$ cat src/rtl/fft_reorder_buf_if.sv
`default_nettype none
// =============================================================================
// fft_reorder_buf_if : paired-sample input stream and natural-order output stream
// Rev 1.0
// =============================================================================
interface fft_reorder_buf_if #(
    parameter int N        = 18,
    parameter int LOG2_PTS = 3
);
    logic                      in_valid;
    logic                      in_ready;
    logic                      in_last;
    logic signed [N:0]         in0_r;
    logic signed [N:0]         in0_i;
    logic signed [N:0]         in1_r;
    logic signed [N:0]         in1_i;
    logic                      out_valid;
    logic                      out_ready;
    logic                      out_last;
    logic signed [N-1:0]       out_r;
    logic signed [N-1:0]       out_i;
    logic [LOG2_PTS-1:0]       out_idx;

    // master: upstream butterfly plus downstream consumer; slave: the reorder buffer
    modport master (
        output in_valid, in_last, in0_r, in0_i, in1_r, in1_i, out_ready,
        input  in_ready, out_valid, out_last, out_r, out_i, out_idx
    );
    modport slave (
        input  in_valid, in_last, in0_r, in0_i, in1_r, in1_i, out_ready,
        output in_ready, out_valid, out_last, out_r, out_i, out_idx
    );
endinterface
`default_nettype wire

$ cat src/rtl/fft_reorder_buf.sv
`default_nettype none
// =============================================================================
// fft_reorder_buf : bit-reversed butterfly pairs -> natural-order stream via
//                   ping-pong banks. FFT_REORDER_ROUND_EN selects round-half-up.
// Rev 1.0
// =============================================================================
module fft_reorder_buf #(
    parameter int N        = 18,
    parameter int LOG2_PTS = 3
) (
    input  logic              clk,
    input  logic              rst,
    fft_reorder_buf_if.slave  bus,
    output logic              err
);
    localparam int P  = 1 << LOG2_PTS;
    localparam int KW = LOG2_PTS - 1;
    localparam logic [KW-1:0]       K_LAST   = {KW{1'b1}};
    localparam logic [LOG2_PTS-1:0] IDX_LAST = {LOG2_PTS{1'b1}};

    typedef enum logic {EMPTY = 1'b0, FULL = 1'b1} bank_state_t;

    logic signed [N:0] mem_r [2*P];
    logic signed [N:0] mem_i [2*P];

    bank_state_t          bank_st_q [2];
    bank_state_t          bank_st_d [2];
    logic                 wr_bank_q, wr_bank_d, rd_bank_q, rd_bank_d, ld_bank_q, ld_bank_d;
    logic [KW-1:0]        k_q, k_d;
    logic [LOG2_PTS-1:0]  ld_idx_q, ld_idx_d;
    logic                 in_ready_q, in_ready_d, err_q, err_d;
    logic                 out_valid_q, out_valid_d, out_last_q, out_last_d;
    logic signed [N-1:0]  out_r_q, out_r_d, out_i_q, out_i_d;
    logic [LOG2_PTS-1:0]  out_idx_q, out_idx_d;

    logic                 w_accept, w_frame_done, w_xfer, w_drained, w_src_full, w_load;
    logic [LOG2_PTS-1:0]  w_addr0, w_addr1;
    logic [LOG2_PTS:0]    w_rd_addr;

    function automatic logic [LOG2_PTS-1:0] bitrev(input logic [LOG2_PTS-1:0] a);
        logic [LOG2_PTS-1:0] r;
        for (int b = 0; b < LOG2_PTS; b++) r[b] = a[LOG2_PTS-1-b];
        return r;
    endfunction

    function automatic logic signed [N-1:0] scale_half(input logic signed [N:0] x);
`ifdef FFT_REORDER_ROUND_EN
        logic [N+1:0] s;
        s = {x[N], x} + (N+2)'(1);
        // only +2^(N-1) can overflow after the rounding increment
        if (s[N+1:N] == 2'b01) return {1'b0, {(N-1){1'b1}}};
        return s[N:1];
`else
        return x[N:1];
`endif
    endfunction

    // bitrev(2k) always has a clear MSB, so the partner slot just sets it
    assign w_addr0   = bitrev({k_q, 1'b0});
    assign w_addr1   = {1'b1, w_addr0[LOG2_PTS-2:0]};
    assign w_rd_addr = {ld_bank_q, ld_idx_q};

    always_ff @(posedge clk) begin
        if (w_accept) begin
            mem_r[{wr_bank_q, w_addr0}] <= bus.in0_r;
            mem_i[{wr_bank_q, w_addr0}] <= bus.in0_i;
            mem_r[{wr_bank_q, w_addr1}] <= bus.in1_r;
            mem_i[{wr_bank_q, w_addr1}] <= bus.in1_i;
        end
    end

    always_comb begin
        bank_st_d   = bank_st_q;
        wr_bank_d   = wr_bank_q;
        rd_bank_d   = rd_bank_q;
        ld_bank_d   = ld_bank_q;
        k_d         = k_q;
        ld_idx_d    = ld_idx_q;
        err_d       = err_q;
        out_valid_d = out_valid_q;
        out_last_d  = out_last_q;
        out_r_d     = out_r_q;
        out_i_d     = out_i_q;
        out_idx_d   = out_idx_q;

        w_accept     = bus.in_valid && in_ready_q;
        w_frame_done = w_accept && (k_q == K_LAST);
        w_xfer       = out_valid_q && bus.out_ready;
        w_drained    = w_xfer && out_last_q;
        // a bank completing on this edge may feed the output register immediately
        w_src_full   = (bank_st_q[ld_bank_q] == FULL) || (w_frame_done && (wr_bank_q == ld_bank_q));
        w_load       = w_src_full && (!out_valid_q || bus.out_ready);

        if (w_accept) begin
            if (bus.in_last != (k_q == K_LAST)) err_d = 1'b1;
            if (k_q == K_LAST) begin
                k_d                  = '0;
                bank_st_d[wr_bank_q] = FULL;
                wr_bank_d            = !wr_bank_q;
            end else begin
                k_d = k_q + 1'b1;
            end
        end

        if (w_drained) begin
            bank_st_d[rd_bank_q] = EMPTY;
            rd_bank_d            = !rd_bank_q;
        end

        if (w_load) begin
            out_valid_d = 1'b1;
            out_r_d     = scale_half(mem_r[w_rd_addr]);
            out_i_d     = scale_half(mem_i[w_rd_addr]);
            out_idx_d   = ld_idx_q;
            out_last_d  = (ld_idx_q == IDX_LAST);
            ld_idx_d    = ld_idx_q + 1'b1;
            if (ld_idx_q == IDX_LAST) ld_bank_d = !ld_bank_q;
        end else if (w_xfer) begin
            out_valid_d = 1'b0;
        end

        in_ready_d = (bank_st_d[wr_bank_d] == EMPTY);
    end

    always_ff @(posedge clk or posedge rst) begin
        if (rst) begin
            bank_st_q[0] <= EMPTY;
            bank_st_q[1] <= EMPTY;
            wr_bank_q    <= 1'b0;
            rd_bank_q    <= 1'b0;
            ld_bank_q    <= 1'b0;
            k_q          <= '0;
            ld_idx_q     <= '0;
            in_ready_q   <= 1'b0;
            err_q        <= 1'b0;
            out_valid_q  <= 1'b0;
            out_last_q   <= 1'b0;
            out_r_q      <= '0;
            out_i_q      <= '0;
            out_idx_q    <= '0;
        end else begin
            bank_st_q    <= bank_st_d;
            wr_bank_q    <= wr_bank_d;
            rd_bank_q    <= rd_bank_d;
            ld_bank_q    <= ld_bank_d;
            k_q          <= k_d;
            ld_idx_q     <= ld_idx_d;
            in_ready_q   <= in_ready_d;
            err_q        <= err_d;
            out_valid_q  <= out_valid_d;
            out_last_q   <= out_last_d;
            out_r_q      <= out_r_d;
            out_i_q      <= out_i_d;
            out_idx_q    <= out_idx_d;
        end
    end

    assign bus.in_ready  = in_ready_q;
    assign bus.out_valid = out_valid_q;
    assign bus.out_last  = out_last_q;
    assign bus.out_r     = out_r_q;
    assign bus.out_i     = out_i_q;
    assign bus.out_idx   = out_idx_q;
    assign err           = err_q;
endmodule
`default_nettype wire

$ cat src/flat_wrapper.sv
// flat-port wrapper written by rule: the top's interface ports become plain ports
module fft_reorder_buf_flat 
#(
    parameter int N        = 18,
    parameter int LOG2_PTS = 3
)
  (clk, rst, err, bus_in_valid, bus_in_last, bus_in0_r, bus_in0_i, bus_in1_r, bus_in1_i, bus_out_ready, bus_in_ready, bus_out_valid, bus_out_last, bus_out_r, bus_out_i, bus_out_idx);
  fft_reorder_buf_if #(.N(N), .LOG2_PTS(LOG2_PTS)) bus_i ();
  input  logic clk;
  input  logic rst;
  output logic err;
  input wire logic [$bits(bus_i.in_valid)-1:0] bus_in_valid;
  input wire logic [$bits(bus_i.in_last)-1:0] bus_in_last;
  input wire logic [$bits(bus_i.in0_r)-1:0] bus_in0_r;
  input wire logic [$bits(bus_i.in0_i)-1:0] bus_in0_i;
  input wire logic [$bits(bus_i.in1_r)-1:0] bus_in1_r;
  input wire logic [$bits(bus_i.in1_i)-1:0] bus_in1_i;
  input wire logic [$bits(bus_i.out_ready)-1:0] bus_out_ready;
  output wire logic [$bits(bus_i.in_ready)-1:0] bus_in_ready;
  output wire logic [$bits(bus_i.out_valid)-1:0] bus_out_valid;
  output wire logic [$bits(bus_i.out_last)-1:0] bus_out_last;
  output wire logic [$bits(bus_i.out_r)-1:0] bus_out_r;
  output wire logic [$bits(bus_i.out_i)-1:0] bus_out_i;
  output wire logic [$bits(bus_i.out_idx)-1:0] bus_out_idx;
  assign bus_i.in_valid = bus_in_valid;
  assign bus_i.in_last = bus_in_last;
  assign bus_i.in0_r = bus_in0_r;
  assign bus_i.in0_i = bus_in0_i;
  assign bus_i.in1_r = bus_in1_r;
  assign bus_i.in1_i = bus_in1_i;
  assign bus_i.out_ready = bus_out_ready;
  assign bus_in_ready = bus_i.in_ready;
  assign bus_out_valid = bus_i.out_valid;
  assign bus_out_last = bus_i.out_last;
  assign bus_out_r = bus_i.out_r;
  assign bus_out_i = bus_i.out_i;
  assign bus_out_idx = bus_i.out_idx;
  fft_reorder_buf #(.N(N), .LOG2_PTS(LOG2_PTS)) u_core (.clk(clk), .rst(rst), .bus(bus_i), .err(err));
endmodule
$ cat config.mk
export PLATFORM = sky130hd
export DESIGN_NAME = fft_reorder_buf_flat
export DESIGN_NICKNAME = d
export VERILOG_FILES = /design/src/rtl/fft_reorder_buf_if.sv /design/src/rtl/fft_reorder_buf.sv /design/src/flat_wrapper.sv
export SDC_FILE = /design/constraint.sdc
export NUM_CORES = 1
export LEC_CHECK = 0
export CORE_MARGIN = 3
export CORE_UTILIZATION = 60
export CTS_CLUSTER_DIAMETER = 200
export CTS_CLUSTER_SIZE = 24
export DETAILED_ROUTE_END_ITERATION = 8
export PLACE_DENSITY = 0.8
export RECOVER_POWER = 100
export SLEW_MARGIN = 20
export SYNTH_ARGS = -nofsm -noshare
export SYNTH_HDL_FRONTEND = slang
export SYNTH_SLANG_ARGS = --single-unit
export TNS_END_PERCENT = 100
$ cat constraint.sdc
create_clock -name clk -period 4.33 [get_ports clk]
set_input_delay 0.433 -clock clk [delete_from_list [all_inputs] [get_ports clk]]
set_output_delay 0.433 -clock clk [all_outputs]
set_load 0.01 [all_outputs]
Fig. 1: power grid
Scale bar: 50 um. Pins as bars on the die edge.
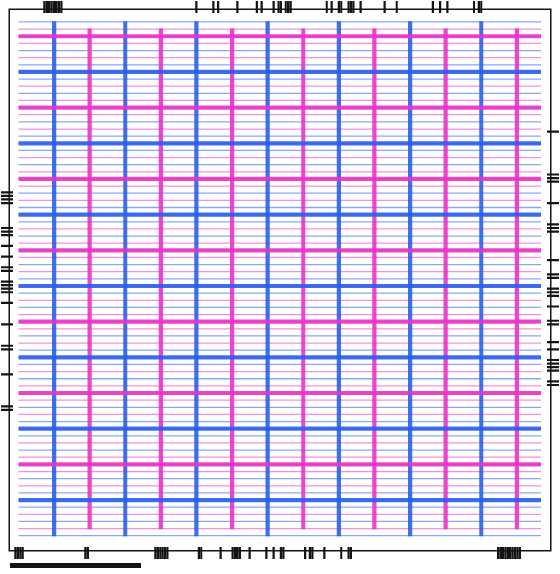
| net | colour |
|---|---|
| VSS | blue |
| VDD | magenta |
met1 rails: 73
met5 straps: 14
rows: 72
met4 straps: 14
signal pins: 124

Fig. 2: cells coloured by class
Scale bar: 50 um.
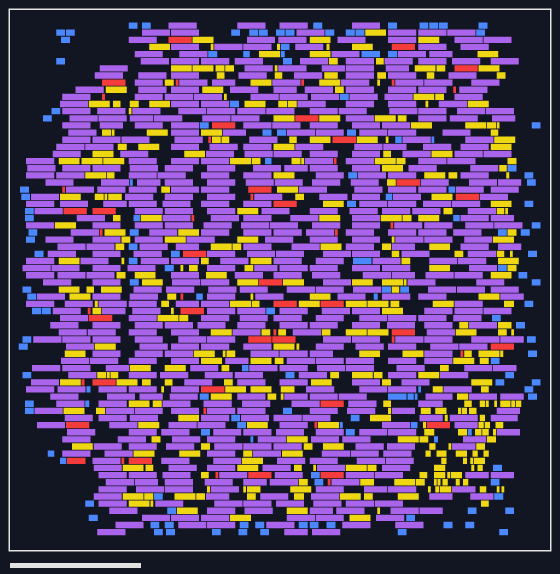
| class | colour | cells | share of their area |
|---|---|---|---|
| clock drivers and dummy loads | red | 56 | 3.4% |
| flip-flops | purple | 629 | 72% |
| other buffers and delay cells | blue | 147 | 5.4% |
| all other logic | yellow | 347 | 19% |

==> impl_metrics.json <==
{
  "status": "finished with violations",
  "violations": "capacitance limit, slew limit",
  "drive_above_1_share_pct": 18.58,
  "p_leak_nw": 8.661,
  "grt-ovfl-total": 0,
  "cts_root_buffer": "clkbuf_16",
  "ys_async_sr_fraction_pct": 8.426,
  "mux_share_pct": 16.82,
  "fp_nets": 1118,
  "portBuffers": 119,
  "cts_buffer_depth": 3,
  "avgSynthCellArea_um2": 23.29,
  "peakVddDrop_mv": 0.4503,
  "detail-route-antenna-nets": 0,
  "lay_top_cells": "edfxtp_1, mux4_2, dlygate4sd3_1, mux2i_1, dfrtp_1",
  "path_cells": "and2_0 > and3_1 > buf_4",
  "cp_slowest_stage_delay_ps": 1550,
  "ys_area_um2": 23960,
  "flop_cell": "edfxtp_1",
  "drcViolationCount": 0,
  "hold_path.class": "flop to flop",
  "fa_ha_area_share_pct": 0.4177,
  "tns_ps": 0,
  "fmax_mhz": 300.1,
  "crit_slowest_cell": "and3_1",
  "nFillCells": 2403,
  "fin_crit_ps": 3332,
  "synth_top_cell_by_count": "edfxtp_1",
  "r2r_cells": 3,
  "vias": 10670,
  "ys_sh_simple_pct": 1.143,
  "logic_family": "multiplexers",
  "initial_core_util_pct": 61.43,
  "clk_latency_ps": 580,
  "maxCapViolations": 8,
  "synth_seq_share_pct": 77.72,
  "post-route-period-util_pct": 76.95,
  "critPathTopFamily": "simple AND/OR/NAND/NOR gates",
  "grt_pass1_wl_um": 68300,
  "worst_slack_ps": 998.2,
  "dp.cells": 1641,
  "warning_count": 34,
  "drt-pass1-iter-count": 5,
  "layoutNonFillerInstCount": 1702,
  "yosys-stat-cells": 1029,
  "finClkSkew_ps": 21.72,
  "numSynthFlops": 629,
  "viasPerCell": 6.267,
  "synth_area_leader_cell": "edfxtp_1",
  "num_rows": 72,
  "cp.arrival_ps": 3560,
  "critPathMaxFanout": 34,
  "wirelength_um": 44850,
  "holdPathStages": 1,
  "synth.top_cells.by_area": "edfxtp_1, mux4_2, dfrtp_1, mux2i_1, o221ai_2",
  "cp-start-kind": "flop",
  "io_pins": 124,
  "path_clk_slew_ps": 90,
  "common_cells": "edfxtp_1, mux4_2, mux2i_1",
  "post-place-ws_ps": 1385,
  "cts_buffers": 30,
  "lay_top_count": "edfxtp_1",
  "numClockSinks": 629,
  "edf_count": 576,
  "core-area_um2": 39010,
  "ys_types": 33,
  "top_cell_area_share_pct": 72.18,
  "first_iter_violations": 975,
  "rsz0062_at_grt": "no",
  "mappedNetlistArea_um2": 23960,
  "syn_inst": 1029,
  "fp.dieH_um": 205.8,
  "chip_area_um2": 42370,
  "grt_pass1_vias": 11250,
  "h-tree-depth": 1,
  "cts_tree": "yes",
  "regArea_um2": 18630,
  "hpwl_um": 25870,
  "logic_area_um2": 4866,
  "gp_congestion": 0.7249,
  "wl_per_cell_um": 26.35,
  "nets": 1244,
  "crit_cells": 3,
  "critPathBufInv": 1,
  "synthXorXnorAreaFrac_pct": 0.07310,
  "max_slew.worst_pin.slew_ps": 2249,
  "slew_violations": 324,
  "crit_required_ps": 4560,
  "grt_usage_pct": 21.64,
  "end_kind": "flop",
  "ys_warn_count": 0,
  "reg_top3": "u_core.mem_i: 288 flops, u_core.mem_r: 288 flops",
  "setup_viol": 0,
  "synthAoiAreaFrac_pct": 2.496,
  "criticalPathCategory": "flop to flop",
  "chipWidth_um": 205.8,
  "max-slew-margin-rel_pct": -49.92,
  "antenna_found_initial": 8,
  "power_density_nw_per_um2": 588.3,
  "ctsHoldBuffers": 0,
  "post_cts_buffers": 0,
  "syn_to_final_growth_pct": 10.47,
  "grt_max_degree": 73,
  "cts_resized": 0,
  "hold_violations": 0
}
Fig. 3: clock distribution
Scale bar: 50 um.
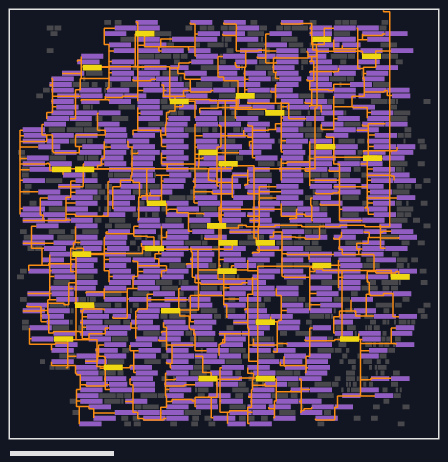
[cells driving clock nets] yellow | count: 30
[flip-flops] purple | count: 629
[clock wires] orange | length: 5550 um
flops lie: all over the die
routed clock nets: 31

-- worst paths after layout --
kind / slack [ps] / endpoint / from
min: 460 / u_core.err$_DFFE_PP0P_ / u_core.err$_DFFE_PP0P_
min in group asynchronous: 960 / u_core.bus.out_i[17]$_DFFE_PP0P_ / rst
max reg2reg: 1000 / u_core.mem_i[9][4]$_DFFE_PP_ / u_core.bus.in_ready$_DFF_PP0_
min reg2reg: 460 / u_core.err$_DFFE_PP0P_ / u_core.err$_DFFE_PP0P_
max in group asynchronous: 2010 / u_core.ld_bank_q$_DFFE_PP0P_ / rst
max: 1000 / u_core.mem_i[9][4]$_DFFE_PP_ / u_core.bus.in_ready$_DFF_PP0_
-- final cells by class --
cell class                      instances  area share (%)
Clock inverter                          1         0.07563
Timing Repair Buffer                  147           5.294
Multi-Input combinational cell        340           18.38
Inverter                                7         0.09926
Clock buffer                           55           3.271
Antenna cell                            5         0.04727
Sequential cell                       629           70.38
Tap cell                              518           2.448
-- worst register-to-register path: cells and delay by family (launching register included) --
kind / cells / cell delay (ps)
buf+inv: 1 / 590
flops: 1 / 430
simple gates: 2 / 1970
-- routing by layer --
metal	vias up	wire length, um	global-route usage, %
met5	-	33	0
met3	56	2716	3.101
met1	5679	18460	31.58
li1	4573	-	-
met4	6	814	4.897
met2	353	22830	35.83
-- metrics by stage --
step                hold WS (ps)  total power (W)  util (%)  cell area (um^2)
detailed placement         443.9          0.01299     66.20             25820
global route               493.2          0.01630     67.86             26470
CTS                        465.7          0.01605     68.47             26710
floorplan                  468.1          0.01144         -             23960
finish                     456.9          0.01557     67.86             26470
global placement           444.7          0.01281     66.20             25820
-- report_power, final --
part / leakage (nW) / internal, W / switching, W
logic: 2.39 / 0.00228 / 0.00214
clock network: 0.420 / 0.00137 / 0.00173
registers: 5.85 / 0.00742 / 0.000636
No activity file was given, so power comes from the tool's default toggle rates.
